--- config.mk ---
export PLATFORM = sky130hd
export DESIGN_NAME = pixel_display_out
export DESIGN_NICKNAME = d
export VERILOG_FILES = /design/src/rtl/pixel_display_out.sv
export SDC_FILE = /design/constraint.sdc
export NUM_CORES = 1
export LEC_CHECK = 0
export CAP_MARGIN = 5
export CORE_ASPECT_RATIO = 2
export CORE_MARGIN = 5
export CORE_UTILIZATION = 45
export DETAILED_ROUTE_END_ITERATION = 16
export GPL_TIMING_DRIVEN = 0
export PLACE_DENSITY = 0.64
export SLEW_MARGIN = 15
export SYNTH_ARGS = -nofsm -noshare
export SYNTH_HDL_FRONTEND = slang
export SYNTH_SLANG_ARGS = --single-unit
--- constraint.sdc ---
create_clock -name clk -period 2.85 [get_ports clk]
set_clock_uncertainty 0.2 [all_clocks]
set_input_delay 0.4275 -clock clk [delete_from_list [all_inputs] [get_ports clk]]
set_output_delay 0.4275 -clock clk [all_outputs]
set_load 0.02 [all_outputs]
--- src/rtl/pixel_display_out.sv ---
`default_nettype none
// ============================================================================
// Module   : pixel_display_out
// Purpose  : Display-side sink of the video pipeline. Scales each 16-bit
//            filtered pixel to 8 bits (shift + saturate), buffers it in a
//            FIFO and replays one H_ACTIVE x V_ACTIVE frame with active,
//            h-blank and v-blank timing. Throttles upstream through pause.
// Ports    : clk           - rising-edge clock
//            rst           - asynchronous active-high reset
//            start         - pulse: begin one frame (only honoured in IDLE)
//            pix_in        - 16-bit filtered pixel
//            pix_in_valid  - pix_in qualifier
//            pause         - upstream hold, fifo count >= FIFO_DEPTH-2
//            pix_out       - 8-bit display pixel (holds when not valid)
//            pix_out_valid - pixel valid, active region only
//            hsync         - pulse with column 0 of every line
//            vsync         - pulse with column 0 of line 0
//            busy          - FSM not IDLE
//            frame_done    - pulse after the last v-blank cycle
//            underrun      - sticky, FIFO empty during an active pixel
//            overflow      - sticky, write attempted while FIFO full
// Revision : 1.0 - initial release
// ============================================================================
module pixel_display_out #(
  parameter int H_ACTIVE   = 8,
  parameter int V_ACTIVE   = 8,
  parameter int H_BLANK    = 2,
  parameter int V_BLANK    = 3,
  parameter int SHIFT      = 4,
  parameter int FIFO_DEPTH = 16
) (
  input  logic        clk,
  input  logic        rst,
  input  logic        start,
  input  logic [15:0] pix_in,
  input  logic        pix_in_valid,
  output logic        pause,
  output logic [7:0]  pix_out,
  output logic        pix_out_valid,
  output logic        hsync,
  output logic        vsync,
  output logic        busy,
  output logic        frame_done,
  output logic        underrun,
  output logic        overflow
);

  localparam int c_addr_w = $clog2(FIFO_DEPTH);
  localparam int c_cnt_w  = c_addr_w + 1;
  localparam int c_col_w  = $clog2(H_ACTIVE + 1);
  localparam int c_line_w = $clog2(V_ACTIVE + 1);
  localparam int c_blk_mx = (H_BLANK > V_BLANK) ? H_BLANK : V_BLANK;
  localparam int c_blk_w  = $clog2(c_blk_mx + 1);

  typedef enum logic [2:0] {
    S_IDLE   = 3'd0,
    S_FILL   = 3'd1,
    S_ACTIVE = 3'd2,
    S_HBLANK = 3'd3,
    S_VBLANK = 3'd4
  } state_t;

  state_t                state_q, state_d;
  logic [c_col_w-1:0]    col_q, col_d;
  logic [c_line_w-1:0]   line_q, line_d;
  logic [c_blk_w-1:0]    blk_q, blk_d;
  logic [c_addr_w-1:0]   wr_ptr_q, wr_ptr_d, rd_ptr_q, rd_ptr_d;
  logic [c_cnt_w-1:0]    count_q, count_d;
  logic [7:0]            mem_q [FIFO_DEPTH];
  logic [7:0]            pix_out_q, pix_out_d;
  logic                  pix_valid_q, pix_valid_d;
  logic                  hsync_q, hsync_d;
  logic                  vsync_q, vsync_d;
  logic                  frame_done_q, frame_done_d;
  logic                  underrun_q, underrun_d;
  logic                  overflow_q, overflow_d;

  logic [15:0]           w_shifted;
  logic [7:0]            w_scaled;
  logic                  w_empty, w_full, w_active, w_wr, w_rd, w_clr;

  // Scale then saturate: anything above 8 bits after the shift clips to 255.
  assign w_shifted = pix_in >> SHIFT;
  assign w_scaled  = (w_shifted > 16'd255) ? 8'hFF : w_shifted[7:0];

  assign w_empty  = (count_q == '0);
  assign w_full   = (count_q == c_cnt_w'(FIFO_DEPTH));
  assign w_active = (state_q == S_ACTIVE);
  assign w_wr     = pix_in_valid && !w_full;
  // An empty FIFO in ACTIVE suppresses the read; a same-cycle write into an
  // empty FIFO therefore cannot be read until the following cycle.
  assign w_rd     = w_active && !w_empty;
  assign w_clr    = (state_q == S_IDLE) && start;

  assign pause         = (count_q >= c_cnt_w'(FIFO_DEPTH - 2));
  assign busy          = (state_q != S_IDLE);
  assign pix_out       = pix_out_q;
  assign pix_out_valid = pix_valid_q;
  assign hsync         = hsync_q;
  assign vsync         = vsync_q;
  assign frame_done    = frame_done_q;
  assign underrun      = underrun_q;
  assign overflow      = overflow_q;

  // FIFO bookkeeping and output staging
  always_comb begin
    wr_ptr_d = wr_ptr_q;
    rd_ptr_d = rd_ptr_q;
    count_d  = count_q;
    if (w_wr) wr_ptr_d = wr_ptr_q + 1'b1;
    if (w_rd) rd_ptr_d = rd_ptr_q + 1'b1;
    if (w_wr && !w_rd)      count_d = count_q + 1'b1;
    else if (!w_wr && w_rd) count_d = count_q - 1'b1;

    pix_valid_d = w_active;
    hsync_d     = w_active && (col_q == '0);
    vsync_d     = w_active && (col_q == '0) && (line_q == '0);
    pix_out_d   = pix_out_q;
    if (w_active) pix_out_d = w_empty ? 8'h00 : mem_q[rd_ptr_q];

    // start clears the sticky flags; a new event in the same cycle still sets them
    underrun_d = (underrun_q && !w_clr) || (w_active && w_empty);
    overflow_d = (overflow_q && !w_clr) || (pix_in_valid && w_full);
  end

  // Frame timing FSM
  always_comb begin
    state_d      = state_q;
    col_d        = col_q;
    line_d       = line_q;
    blk_d        = blk_q;
    frame_done_d = 1'b0;
    case (state_q)
      S_IDLE: begin
        if (start) begin
          state_d = S_FILL;
          col_d   = '0;
          line_d  = '0;
          blk_d   = '0;
        end
      end
      S_FILL: begin
        if (count_q >= c_cnt_w'(H_ACTIVE)) state_d = S_ACTIVE;
      end
      S_ACTIVE: begin
        if (col_q == c_col_w'(H_ACTIVE - 1)) begin
          col_d   = '0;
          blk_d   = '0;
          state_d = S_HBLANK;
        end else begin
          col_d = col_q + 1'b1;
        end
      end
      S_HBLANK: begin
        if (blk_q == c_blk_w'(H_BLANK - 1)) begin
          blk_d = '0;
          if (line_q < c_line_w'(V_ACTIVE - 1)) begin
            line_d  = line_q + 1'b1;
            // A full line already buffered skips the FILL cycle so the
            // line gap stays exactly H_BLANK; otherwise wait in FILL.
            state_d = (count_q >= c_cnt_w'(H_ACTIVE)) ? S_ACTIVE : S_FILL;
          end else begin
            state_d = S_VBLANK;
          end
        end else begin
          blk_d = blk_q + 1'b1;
        end
      end
      S_VBLANK: begin
        if (blk_q == c_blk_w'(V_BLANK - 1)) begin
          blk_d        = '0;
          line_d       = '0;
          state_d      = S_IDLE;
          frame_done_d = 1'b1;
        end else begin
          blk_d = blk_q + 1'b1;
        end
      end
      default: state_d = S_IDLE;
    endcase
  end

  always_ff @(posedge clk or posedge rst) begin
    if (rst) begin
      state_q      <= S_IDLE;
      col_q        <= '0;
      line_q       <= '0;
      blk_q        <= '0;
      wr_ptr_q     <= '0;
      rd_ptr_q     <= '0;
      count_q      <= '0;
      pix_out_q    <= '0;
      pix_valid_q  <= 1'b0;
      hsync_q      <= 1'b0;
      vsync_q      <= 1'b0;
      frame_done_q <= 1'b0;
      underrun_q   <= 1'b0;
      overflow_q   <= 1'b0;
    end else begin
      state_q      <= state_d;
      col_q        <= col_d;
      line_q       <= line_d;
      blk_q        <= blk_d;
      wr_ptr_q     <= wr_ptr_d;
      rd_ptr_q     <= rd_ptr_d;
      count_q      <= count_d;
      pix_out_q    <= pix_out_d;
      pix_valid_q  <= pix_valid_d;
      hsync_q      <= hsync_d;
      vsync_q      <= vsync_d;
      frame_done_q <= frame_done_d;
      underrun_q   <= underrun_d;
      overflow_q   <= overflow_d;
    end
  end

  // Storage needs no reset: reset empties the FIFO through the pointers/count.
  always_ff @(posedge clk) begin
    if (w_wr) mem_q[wr_ptr_q] <= w_scaled;
  end

endmodule
`default_nettype wire

Run 1, M2 wires:
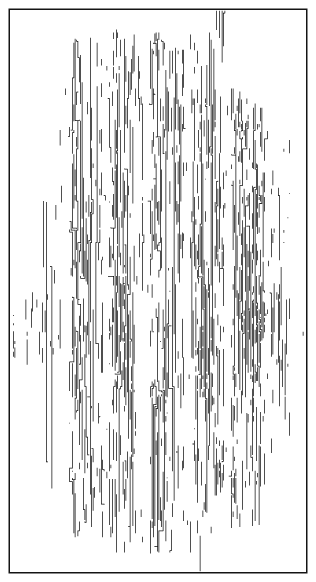
share of all routed wire: 59%
longest straight run: 87.0 um
GR Util met2: 29.90%
DR vias: 3684

Run 1, placement by cell class:
The bar under the picture is 20 um long. Fill, decap, tap and diode cells in gray.
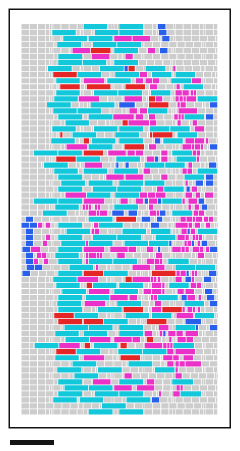
legend:
  blue:
    class: remaining buffers and delay cells
    cells: 59
    share_of_their_area: 6.3%
  cyan:
    class: sequential cells
    cells: 168
    share_of_their_area: 59%
  magenta:
    class: combinational and other logic
    cells: 229
    share_of_their_area: 27%
  red:
    class: clock drivers and dummy loads
    cells: 32
    share_of_their_area: 7.6%
Core Footprint: 15700 um2
design area: 8499 um2
sequential share of cell area: 57.06%

Run 1, gate families picked out:
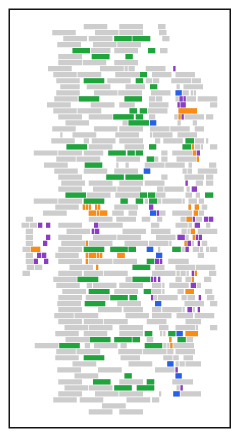
legend:
  green:
    family: mux cells
    cells: 63
  blue:
    family: xor and xnor cells
    cells: 11
  purple:
    family: nand cells
    cells: 45
  orange:
    family: nor cells
    cells: 35
highest-count logic cell in the final layout: edfxtp_1
Comb/total area: 25.97%
Non-Filler Instances: 689

==> results.cfg, run 1 <==
; yosys + openroad results
[synthesis]
synth_flops = 168
ys_types = 51
topCellsByArea = edfxtp_1 (54%), dfrtp_1 (14%), mux4_2 (5.7%), mux4_1 (5.1%), mux2i_1 (3.5%)
edf_count = 128
yosysWarnings = 0
ys_sh_adder_pct = 2.552
synth_area_leader_cell = edfxtp_1
synthesis.nets = 453
yosysMostFrequentCell = edfxtp_1
synth_area_um2 = 7157
synth.area.mux_share_pct = 15.24
synth.avg_cell_area_um2 = 17.08
synth_cells = 419
top_cells_by_count = edfxtp_1 (128), dfrtp_1 (40), mux2i_1 (25)
synth.logic.top_family = multiplexers
yosys_cells = 419
synthArstFlopShare_pct = 23.81
synth-main-ff-cell = edfxtp_1
yosys_area_um2 = 7157

[drt]
drt-total-wl_mm = 13.84
routedWlPerCell_um = 20.08
met3_length_um = 412
route.met2.wl_mm = 8.116
drc = 0
top_layer = met4
drt_iter0_drc = 178

[grt]
grt_max_degree = 34
antenna_found_initial = 0
met3_usage_pct = 3.409
grt_pass1_vias = 4018
grt_first_pass_wirelength_mm = 21.85
met1_usage_pct = 15.88
grt_usage_pct = 15.75

[final_layout]
buffer_area_share_pct = 6.109
buffers = 59
clock_buffers = 19
n_antenna_cell = 0
flop_area_um2 = 4850
regMostFlops = mem_q
fill_cells = 1248
nets = 509
largest_register_ffs = 128
logic_gates = 217

[final_timing]
setup_violations = 0
tightest_slew_ns = 0.8549
post-route-min-period_ns = 2.702
slew_headroom_pct = 42.79
finalCritPeriodShare_pct = 94.80

[power]
power_leakage_nw = 2.992
power_leader = sequential cells
pwr-share-comb_pct = 36.0
powerDensity_nw_per_um2 = 1049
p_int_mw = 6.075
pg_comb_mw = 3.21
p_seq_share_pct = 37.1
netSwitchingFraction_pct = 31.88
clk-power_mw = 2.40

[clock_tree]
clock-sinks = 168
cts_buffer_depth = 2
clk_pin_slew_ns = 0.07
htreeDepth = 4
cts_tree = built
cts_root_buf = clkbuf_16

[floorplan]
row_count = 65
fp-utilization_pct = 45.60
io-pin-count = 36
die-area_um2 = 18680
die_h_um = 188.4
num_tap_cells = 201

[setup_path]
critPathKind = flop to output port
startpoint_type = flop
slowest_stage = clkdlybuf4s50_1
worstPathMaxFanout = 10
slowest_delay_ns = 0.55
crit_path_start = state_q[1]$_DFFE_PP0P_
r2r_cells = 12

[place]
hpwl_mm = 10.14
io_buffers = 31

[flow_run]
warnings = 35

[outcome]
status = complete, no violations
==> run 1: stage by stage <==
step	utilization (%)	cells	setup WS [ns]	area, um2	hold WS (ns)
6_report	54.15	689	0.1481	8499	0.02438
5_1_grt	54.15	689	0.007017	8499	0.03676
4_1_cts	53.73	686	0.03044	8434	0.01760
3_5_place_dp	49.45	652	-0.3776	7761	0.2717
3_3_place_gp	49.19	651	-0.4339	7721	0.2639
2_1_floorplan	-	419	0.01485	7159	0.2989
==> run 1: critical path: cells and delay by family (launching register included) <==
| family | cells | cell delay (ns) |
|---|---|---|
| buffers and inverters | 3 | 0.92 |
| DFF | 1 | 0.36 |
| and+or+nand+nor | 1 | 0.38 |
==> run 1: repair_timing <==
action,in CTS,in global routing
pin swaps,0,1
setup buffers,2,4
resized,8,8
setup endpoints to repair,4,2
==> run 2, diff against run 1 <==
Settings changed: CORE_UTILIZATION 45 to 54, PLACE_DENSITY 0.64 to 0.75.
Run 2, placement by cell class:
The bar under the picture is 20 um long. Fill, decap, tap and diode cells in gray.
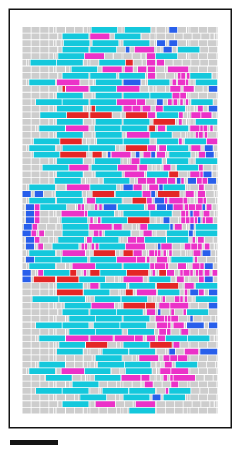
legend:
  blue:
    class: remaining buffers and delay cells
    cells: 58
    share_of_their_area: 6.3%
  magenta:
    class: combinational and other logic
    cells: 229
    share_of_their_area: 27%
  cyan:
    class: sequential cells
    cells: 168
    share_of_their_area: 59%
  red:
    class: clock drivers and dummy loads
    cells: 32
    share_of_their_area: 7.4%
sequential share of cell area: 57.59%
Core Footprint: 12990 um2
design area: 8412 um2

Run 2, sizing map:
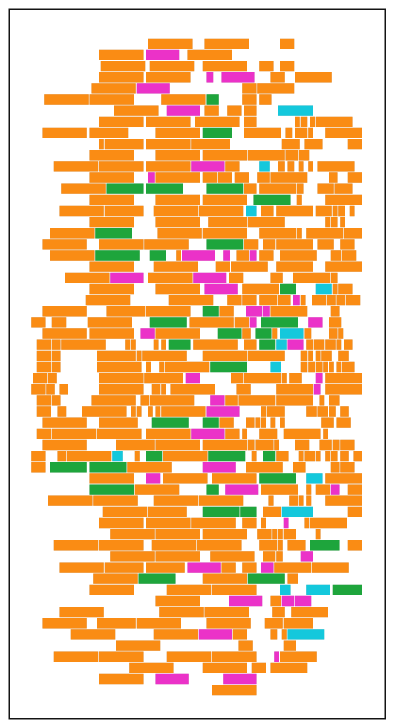
legend:
  orange:
    size: _0 and _1 cells
    cells: 398
  green:
    size: _6 and larger
    cells: 35
  cyan:
    size: _3 and _4 cells
    cells: 13
  magenta:
    size: _2 cells
    cells: 41
setup slack after layout: 0.08676 ns
area grow syn2layout: 17.53%
Non-clk bufs: 58

Run 2, gate families picked out:
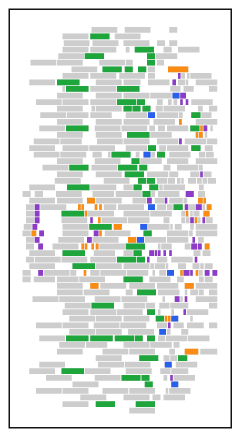
legend:
  green:
    family: mux cells
    cells: 63
  purple:
    family: nand cells
    cells: 45
  blue:
    family: xor and xnor cells
    cells: 11
  orange:
    family: nor cells
    cells: 35
Non-Filler Instances: 639
Comb/total area: 26.21%

==> run 2 against run 1 <==
Setup slack got worse by 0.061 ns; cell area fell by 1.0%; hold slack got worse by 0.018 ns; clock-buffer cell count fell by 1; cell count fell by 7.3%; largest power group unchanged; synthesized area did not move; sequential power barely moved; highest routed layer unchanged; critical path type is now flop to flop; critical path depth rose by 9; die size fell by 15%; clock power fell by 2%; global-route usage rose by 2.4 points.
==> results.cfg, run 2 <==
; yosys + openroad results
[setup_path]
r2r_cells = 13
critical_path_depth = 13
slowest_delay_ns = 0.41
worstPathMaxFanout = 10
startpoint_type = flop
path_buffers = 5
path_delay_family = buffers and inverters
crit_path_start = state_q[0]$_DFFE_PP0P_
critPathKind = flop to flop
slowest_stage = or3b_4

[place]
dp_slack_ns = -0.4056
hpwl_mm = 9.904
placed_area_um2 = 7690
placed_cells = 603

[power]
power_leader = sequential cells
netSwitchingFraction_pct = 33.17
powerDensity_nw_per_um2 = 1056
pg_comb_mw = 3.25
clk-power_mw = 2.34
power_leakage_nw = 2.995

[final_timing]
finalCritPeriodShare_pct = 96.96
tightest_slew_ns = 1.062
setup_violations = 0
post-route-min-period_ns = 2.763
timing.hold.ws_ns = 0.006301
slew_headroom_pct = 28.53

[synthesis]
synthArstFlopShare_pct = 23.81
synth-main-ff-cell = edfxtp_1
synth.avg_cell_area_um2 = 17.08
yosysMostFrequentCell = edfxtp_1
edf_count = 128
synth_cells = 419
ys_types = 51
synth_area_leader_cell = edfxtp_1
yosysWarnings = 0
synth_flops = 168
topCellsByArea = edfxtp_1 (54%), dfrtp_1 (14%), mux4_2 (5.7%), mux4_1 (5.1%), mux2i_1 (3.5%)
synth_area_um2 = 7157
top_cells_by_count = edfxtp_1 (128), dfrtp_1 (40), mux2i_1 (25)

[drt]
vias = 3800
drc = 0
route.met2.wl_mm = 8.079
drt-total-wl_mm = 13.83
drtAntennaViolNets = 0
top_layer = met4
routedWlPerCell_um = 21.64
met3_length_um = 491

[final_layout]
nets = 508
regMostFlops = mem_q
mostFrequentLayoutCell = edfxtp_1
n_antenna_cell = 0
final_util_pct = 64.74
largest_register_ffs = 128

[grt]
grt_usage_pct = 18.14
met1_usage_pct = 18.63
met3_usage_pct = 4.348
grt_pass1_vias = 4055
grt_first_pass_wirelength_mm = 21.71
gr-usage-met2_pct = 34.36
grt_max_degree = 37
busiest_layer = met2

[clock_tree]
cts_buffer_depth = 2
htreeDepth = 4
cts_root_buf = clkbuf_16
clock-sinks = 168
cts_tree = built
clk_pin_slew_ns = 0.07

[floorplan]
row_count = 59
fp-utilization_pct = 55.08
io-pin-count = 36
die-area_um2 = 15800
die_h_um = 172.8

[outcome]
status = complete, no violations

[flow_run]
warnings = 35
-- run 2: cell counts after synthesis --
Identical to the previous run, type by type.
-- run 2: final cells by class --
class	count	area, um2
multi-input cells	217	2205
well taps	152	190.2
clock buffers	18	429.2
inverters	12	45.04
flip-flops and latches	168	4845
plain buffers	22	146.4
fillers	896	4581
repair buffers	36	372.9
clock inverters	14	178.9
-- run 2: timing repair --
item | CTS | global route
pin swaps | 0 | 2
endpoints found under the setup margin | 19 | 1
resized | 8 | 5
setup buffers | 2 | 2
-- run 2: kinds of logic after synthesis --
logic type / count (synthesis) / synth area share [%]
mux: 63 / 15.24
flops: 168 / 67.69
xor+xnor: 11 / 1.346
fa+ha+maj: 14 / 2.553
buf+inv: 34 / 2.587
simple gates: 85 / 6.154
compound gates: 44 / 4.423
==> run 3, diff against run 2 <==
Settings changed: CORE_UTILIZATION 54 to 46, PLACE_DENSITY 0.75 to 0.65.
Run 3, gate families picked out:
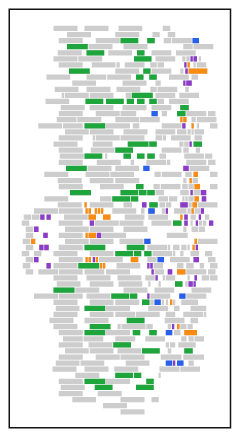
legend:
  green:
    family: mux cells
    cells: 63
  orange:
    family: nor cells
    cells: 35
  purple:
    family: nand cells
    cells: 45
  blue:
    family: xor and xnor cells
    cells: 11
Non-Filler Instances: 688
Comb/total area: 25.86%

Run 3, M2 wires:
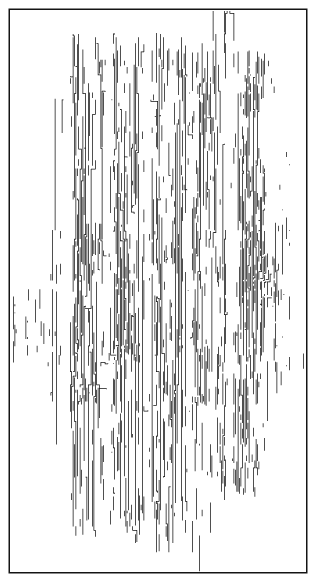
wire length on this layer: 8170 um
nets with wire on the layer: 438
share of all routed wire: 58%
GR Util met2: 31.09%
DR vias: 3733
final WL: 14.14 mm

Run 3, the clock network:
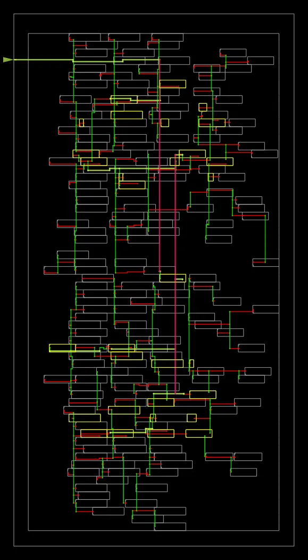
# clock sinks: 168
Late-Pin Clk Latency: 0.42 ns
clk pwr: 2.44 mW
Clock buffer cells: 17
flop count: 168

==> run 3 against run 2 <==
Register-to-register slack improved by 0.03 ns; sequential cell count did not move; critical path depth fell by 2; setup slack improved by 0.029 ns; synthesized cell count did not move; synthesized area did not move; clock power rose by 4%; utilization fell by 9.0 points; die size rose by 16%; maximum frequency rose by 1.1%; via count fell by 1.8%; wire length rose by 2.2%; critical endpoint is now count_q[4]$_DFFE_PP0P_.
==> results.cfg, run 3 <==
; yosys + openroad results
[outcome]
status = complete, no violations

[grt]
grt_pass1_vias = 4097
grt_max_degree = 35
antenna_found_initial = 0

[power]
power_leakage_nw = 3.014
powerDensity_nw_per_um2 = 1056

[final_timing]
setup_violations = 0
finalCritPeriodShare_pct = 95.95
tightest_slew_ns = 1.043
layout_setup_ws_ns = 0.1155
post-route-min-period_ns = 2.734

[clock_tree]
cts_buffer_depth = 2
clk_pin_slew_ns = 0.07

[synthesis]
synth.logic.top_family = multiplexers
yosysWarnings = 0
top_cells_by_count = edfxtp_1 (128), dfrtp_1 (40), mux2i_1 (25)
synth.area.mux_share_pct = 15.24
synthesis.nets = 453
synth_area_leader_cell = edfxtp_1
yosysMostFrequentCell = edfxtp_1
synth.avg_cell_area_um2 = 17.08
edf_count = 128
ys_sh_simple_pct = 6.154
ys_sh_adder_pct = 2.552
synth-main-ff-cell = edfxtp_1

[setup_path]
startpoint_type = flop
path_buffers = 3
slowest_delay_ns = 0.45
critPathKind = flop to flop
path_delay_family = AND-OR/OR-AND gates
critical_path_depth = 11

[drt]
met3_length_um = 441
route.met2.wl_mm = 8.170
drtAntennaViolNets = 0
drt_iter0_drc = 280
drc = 0

[final_layout]
buffer_area_share_pct = 6.403
regMostFlops = mem_q
fill_cells = 1175
clk_share_pct = 7.387
n_antenna_cell = 0
flop_area_um2 = 4848
logic_area_um2 = 2203
nets = 512
largest_register_ffs = 128
mostFrequentLayoutCell = edfxtp_1

[flow_run]
warnings = 35

[floorplan]
row_count = 64
fp.coreArea_um2 = 15290
fp-utilization_pct = 46.79
die_h_um = 186.4
-- run 3: logic make-up after synthesis --
kind of cell    count (synthesis)
simple gates                   85
xor+xnor                       11
flops                         168
buf+inv                        34
mux                            63
compound gates                 44
fa+ha+maj                      14
-- run 3: repair_timing --
item / in CTS / in global routing
resized: 8 / 10
endpoints found under the setup margin: 11 / 2
setup buffers: 4 / 5
pin swaps: 1 / 2
-- run 3: through the flow --
stage	power, mW	area, um2	utilization [%]
after global routing	9.490	8519	55.70
after detailed placement	6.436	7752	50.69
final	8.999	8519	55.70
after floorplan	5.526	7159	-
after CTS	8.979	8443	55.20
after global placement	6.333	7717	50.46
-- run 3: report_power, final --
part	internal, mW	switching, mW
combinational	1.57	1.69
sequential	3.05	0.243
clock	1.54	0.899
total	6.16	2.83
No activity file was given, so power comes from the tool's default toggle rates.
